Fig. 1: M1 wires
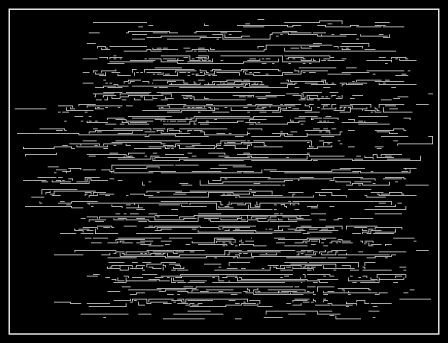
Fig. 2: signal wires on met2
The bar under the picture is 20 µm long. Cells faint in the background.
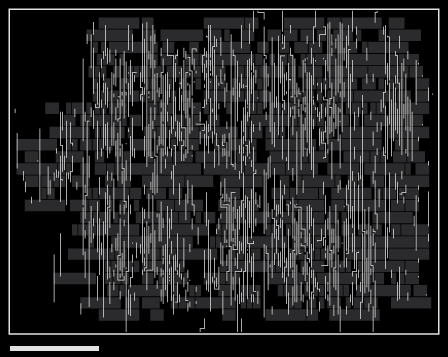
Fig. 3: metal 3
The bar under the picture is 20 µm long.
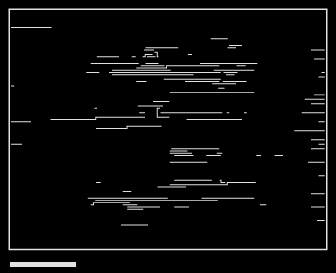
File: config.mk
export PLATFORM = sky130hd
export DESIGN_NAME = cfa_window_ctrl
export DESIGN_NICKNAME = d
export VERILOG_FILES = /design/src/rtl/cfa_window_ctrl.sv
export SDC_FILE = /design/constraint.sdc
export NUM_CORES = 1
export LEC_CHECK = 0
export ABC_AREA = 1
export CAP_MARGIN = 10
export CORE_ASPECT_RATIO = 0.75
export CORE_MARGIN = 1
export CORE_UTILIZATION = 52
export CTS_CLUSTER_SIZE = 16
export DETAILED_ROUTE_END_ITERATION = 10
export PLACE_DENSITY = 0.78
export SYNTH_ARGS = -nofsm -noshare
export SYNTH_HDL_FRONTEND = slang
export SYNTH_SLANG_ARGS = --single-unit
File: constraint.sdc
create_clock -name clk -period 1.7 [get_ports clk]
set_clock_uncertainty 0.15 [all_clocks]
set_input_delay 0.34 -clock clk [delete_from_list [all_inputs] [get_ports clk]]
set_output_delay 0.34 -clock clk [all_outputs]
set_load 0.03 [all_outputs]
File: src/rtl/cfa_window_ctrl.sv
// Sequencing controller for the CFA 3x3 window buffer: gates the buffer enable,
// tracks raster position and tags each complete interior window with centre and Bayer phase.
module cfa_window_ctrl #(
  parameter int IMG_W = 640,
  parameter int IMG_H = 480,
  parameter int CW    = 12
) (
  input  logic          clk,
  input  logic          rst,
  input  logic          pix_valid,
  input  logic          sof,
  output logic          buf_en,
  output logic          win_valid,
  output logic [CW-1:0] ctr_row,
  output logic [CW-1:0] ctr_col,
  output logic [1:0]    bayer_phase,
  output logic          frame_done,
  output logic          frame_abort
);

  typedef enum logic [1:0] {IDLE, ACTIVE, DONE} state_t;

  localparam logic [CW-1:0] LAST_COL = CW'(IMG_W - 1);
  localparam logic [CW-1:0] LAST_ROW = CW'(IMG_H - 1);
  localparam logic [CW-1:0] TWO      = CW'(2);

  state_t        state;
  logic [CW-1:0] in_row;
  logic [CW-1:0] in_col;
  logic [CW-1:0] win_row;
  logic [CW-1:0] win_col;
  logic          win_hit;

  // Outside ACTIVE only a start-of-frame pixel may enter the buffer.
  always_comb begin
    buf_en = (state == ACTIVE) ? pix_valid : (pix_valid & sof);
  end

  // The pixel at (r,c) closes the window whose centre lags by one row and column.
  assign win_row = in_row - 1'b1;
  assign win_col = in_col - 1'b1;
  assign win_hit = (in_row >= TWO) && (in_col >= TWO);

  always_ff @(posedge clk or negedge rst) begin
    if (!rst) begin
      state       <= IDLE;
      in_row      <= '0;
      in_col      <= '0;
      win_valid   <= 1'b0;
      ctr_row     <= '0;
      ctr_col     <= '0;
      bayer_phase <= 2'b00;
      frame_done  <= 1'b0;
      frame_abort <= 1'b0;
    end else begin
      win_valid   <= 1'b0;
      frame_done  <= 1'b0;
      frame_abort <= 1'b0;
      if (buf_en) begin
        if (sof) begin
          // Accepted sof is always pixel (0,0); mid-frame it abandons the old frame.
          frame_abort <= (state == ACTIVE);
          in_row      <= '0;
          in_col      <= CW'(1);
          state       <= ACTIVE;
        end else begin
          if (win_hit) begin
            win_valid   <= 1'b1;
            ctr_row     <= win_row;
            ctr_col     <= win_col;
            bayer_phase <= {win_row[0], win_col[0]};
          end
          if (in_col == LAST_COL) begin
            in_col <= '0;
            if (in_row == LAST_ROW) begin
              in_row     <= '0;
              state      <= DONE;
              frame_done <= 1'b1;
            end else begin
              in_row <= in_row + 1'b1;
            end
          end else begin
            in_col <= in_col + 1'b1;
          end
        end
      end else if (state == DONE) begin
        state <= IDLE;
      end
    end
  end

endmodule

==> run summary <==
fresh numbers from the pnr run: outcome=finished, violations left, failing checks=negative setup slack, CP endpoint=ctr_row[9], Cell Type Count=33, Synth logic family=simple AND/OR/NAND/NOR gates, Log Warnings=32, nets@finish=~540, CP required=approximately 1800 ps, multiplexer area fraction after synthesis=0%, count of library flops with an enable pin=0, minimum clock period=~1800 ps, Top Metal Used=met4, vias in the first global route=approximately 2900, post-layout total power=4790 µW, met3 WL=a little under 700 µm, average wire per standard cell=14.6 µm, Worst setup EP type=register, Pwr per Cell Area=1090 mW/mm², critical path type=reg2reg, Syn Nets=around 460, Multi-input comb cells=339, Arr. time, crit path=about 1900 ps, DP Cell Count=594, Final Non-Filler Cells=roughly 610, die y size=between 70 and 80 µm, Yosys Instances=447, CTS Buf Count=5, DIE WIDTH=about 96 µm, top cells by count, synth=nand2_1, dfrtp_1, nor2_1, nand3_1, inv_1, worst relative slew slack=75.6%, # DRC=0, tapcell count=between 80 and 90, setup ws final=-57.9 ps, Worst Path Max Fanout=8, buffer share of cell area=18.7%, # rows=25, Top Usage Layer GRT=met1, M1 GR Usage=just over 40%, RSZ-0062 raised after global routing=true, # setup viols final=16, Latency at later pin=~310 ps
Back to the opening pictures, Fig. 1:
nets with wire on the layer	462
wire length on this layer	4210 µm
main direction	horizontal

Back to the opening pictures, Fig. 2:
main direction	vertical
share of all routed wire	44%
longest straight run	32.3 µm
wire length on this layer	3880 µm
nets with wire on the layer	433

Back to the opening pictures, Fig. 3:
wire length on this layer	692 µm
main direction	horizontal
share of all routed wire	7.8%
nets with wire on the layer	77

report_power, final:
| group | switching (µW) | leakage (µW) | total, µW | internal (µW) |
|---|---|---|---|---|
| combinational | 1410 | 0.00151 | 2280 | 871 |
| clock | 451 | 0.0000374 | 743 | 292 |
| sequential | 217 | 0.000701 | 1770 | 1550 |
| total | 2080 | 0.00225 | 4790 | 2710 |
worst max-delay path, cell delays in order (launching register included):
cell	delay (ps)
dfrtp_2	420
inv_2	60
ha_2	180
inv_1	40
nand2_1	40
nor2_1	120
nand3_2	130
nand3_4	220
clkbuf_16	200
nand2_1	70
nand2_1	70
state kept, by name (all words and copies together) (netlist names):
name         count
in_col          12
ctr_col         12
frame_done       1
frame_abort      1
in_row          12
ctr_row         12
state            2
win_valid        1
Power is estimated from default activity; no workload was simulated.
